==> config.mk <==
export PLATFORM = sky130hd
export DESIGN_NAME = powlib_sfifo_flat
export DESIGN_NICKNAME = d
export VERILOG_FILES = /design/src/rtl/powlib_sfifo_if.sv /design/src/rtl/powlib_sfifo.sv /design/src/flat_wrapper.sv
export SDC_FILE = /design/constraint.sdc
export NUM_CORES = 1
export LEC_CHECK = 0
export ABC_AREA = 1
export CORE_MARGIN = 2
export CORE_UTILIZATION = 40
export CTS_BUF_LIST = sky130_fd_sc_hd__clkbuf_4 sky130_fd_sc_hd__clkbuf_8 sky130_fd_sc_hd__clkbuf_16
export DETAILED_ROUTE_END_ITERATION = 6
export HOLD_SLACK_MARGIN = 0.15
export REMOVE_ABC_BUFFERS = 1
export SYNTH_ARGS = -nofsm -noshare
export SYNTH_HDL_FRONTEND = slang
export SYNTH_SLANG_ARGS = --single-unit
==> constraint.sdc <==
create_clock -name clk -period 2.2 [get_ports clk]
set_input_delay 0.66 -clock clk [delete_from_list [all_inputs] [get_ports clk]]
set_output_delay 0.66 -clock clk [all_outputs]
set_load 0.05 [all_outputs]
### Clock wiring as the flow saved it

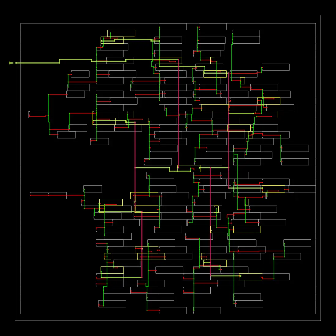
Insertion Delay late pin: 0.42 ns
Clock Sinks: 141
Max Clock Skew: 0.00537 ns

### Clock wires, drivers and flops

Bar = 20 um.
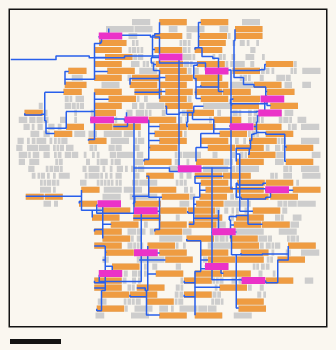
Key: clock wires = blue [length 1590 um]; flip-flops = orange [count 141]; clock drivers = magenta [count 17]
There are 18 routed clock nets.
Clk power: 3.02 mW
clock share of power: 37.4%

### Drive-strength map

Bar = 20 um.
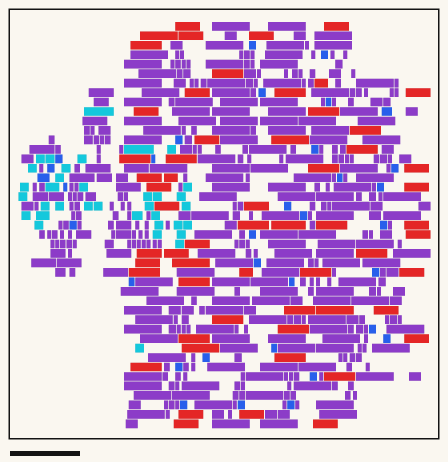
Key: _0 and _1 cells = purple [cells 421, share 77%]; _2 cells = blue [cells 33, share 6.0%]; _6 and larger = red [cells 58, share 11%]; _3 and _4 cells = cyan [cells 35, share 6.4%]
Area growth syn-to-layout: 34.2%
fin area: 0.00760 mm^2
Signal buffers: 83
PnR worst setup slack: -0.210 ns

### Close-up of the layout

Region (77, 16) to (107, 46) um. Cells in grey, sequential cells in the stronger grey; small squares are vias.
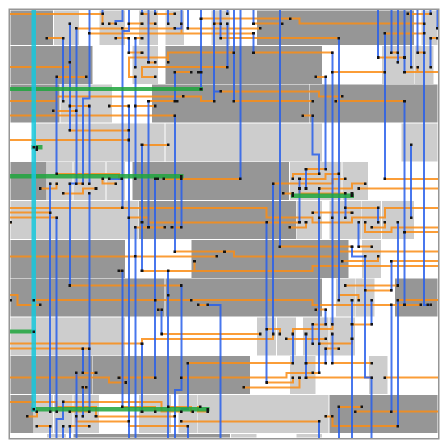
Key: metal 1 = orange; metal 2 = blue; metal 4 = cyan; metal 3 = green
Most frequent: edfxtp_1 (14), nor2_1 (9), nand2_1 (6). Sequential cells in the window: 14. 52 logic cells have their middle in the window.

==> reports/results.txt <==
status -> finished, violations left
violated checks -> negative setup slack
Clock Path Buffers -> 2
via count -> 3693
root buf cell -> clkbuf_16
gr usage total -> 17.3%
fin nets -> 561
final core occ -> 54.8%
Residual DRC -> 0
global-route wire length before repair -> 18.9 mm
GR Util met1 -> 21.9%
Comb/total area -> 19.2%
Final clock-cell share -> 8.24%
NonClk Buf Share -> 14.9%
Inverters -> 13
fin crit period -> 2.41 ns
P_seq -> 3.07 mW
Synth async-reset ratio -> 0%
Reg power frac -> 38.0%
Pins Over Slew Limit -> 0
yosys stat area -> 0.00567 mm^2
Crit. End Element -> output port
FP Rows -> 43
R2R cell count -> 13
1st-pass router iterations -> 4
DIE WIDTH -> 123 um
DR top layer -> met5
most instantiated logic cells after routing -> edfxtp_1, nor2_1, nand2_1
Hold Vio Cnt, Final -> 0
CP required -> 1.54 ns
final hold slack -> 0.488 ns
Placer Congestion -> 0.772
Post-Place Setup Slack -> -0.341 ns
min-delay worst type -> reg -> reg
Synth Area in XOR/XNOR -> 0.309%
antenna-violating nets left -> 0
# setup viols final -> 16
Comb gates -> 278
Compound Share, Synth -> 8.97%
Setup crit start kind -> flip-flop
num tapcells -> 180
stage-log warning count -> 28
Seq area share -> 54.1%
DRT Wirelength -> 12.8 mm
Filler Cells Inserted -> 1117
leakage power -> 2.77 nW
fp util -> 40.8%
Pwr top -> registers
busiest grt layer -> met2
Port-buffer cells -> 42
Power Total -> 8.09 mW
met3 routed WL -> 704 um
M1 WL -> 5.76 mm
max reg flops -> 128
mean post-synth cell area -> 12.5 um^2
Mux area share -> 2.83%
Gate Count Post-Synth -> 454
met3 Usage GRT -> 5.58%
Max-slew headroom -> 79.4%
cell-internal power -> 5.88 mW
Die Size -> 0.0151 mm^2
CTS Buf Count -> 17
hpwl dp -> 7.16 mm
RSZ-0062 raised after global routing -> yes
period utilisation layout -> 110%
Finished Layout Cells -> 727
most frequent logic cell in the layout -> edfxtp_1
Comb pwr share -> 24.7%
WP data arrival -> 1.75 ns
Comb. pwr -> 1.99 mW
Logic cell area -> 0.00146 mm^2
Seq/Total Area, Yosys -> 72.4%
post-synthesis cell type count -> 28
Sw Pwr -> 2.21 mW
DR WL met2 -> 6.11 mm
Sum Neg Setup Slack -> -2.46 ns
# H-tree levels -> 4
number of global-route vias before repair -> 3596
Placed Cells -> 685
Synthesis Warnings -> 0
Adder Share, Synth -> 1.55%
Die Y -> 123 um
Area after DPL -> 0.00664 mm^2
initial drt markers -> 319
critical path class -> reg -> out
PnR worst setup slack -> -0.210 ns
dominant kind of cell -> flip-flops and latches
ys flop type -> edfxtp_1
Worst-path clk slew -> 0.06 ns
## Yosys cell counts, drive strengths merged (6+ instances only)
cell type	count	share of area (%)
edfxtp	128	68
nor2	83	5.7
o21ai	71	6.3
nand2	66	4.5
mux2i	16	2.8
o22ai	16	1.8
dfxtp	13	4.6
inv	13	0.86
buf	11	1.2
clkbuf	11	0.80
a21oi	7	0.62
ha	7	1.5
nand3	6	0.62
## repair_timing
item                       CTS  global route
pin swaps                    0             8
setup endpoints to repair   16            17
buffers inserted             0             3
resized                     20            48
cloned                       1             6
## worst max-delay path, cell delays in order, from the launching register on
cell and delay, ns:
dfxtp_4 0.38, buf_12 0.15, clkbuf_16 0.17, mux2i_1 0.21, o22ai_1 0.10, nand2_1 0.10
nand2_2 0.07, buf_12 0.15
Power is estimated from default activity; no workload was simulated.
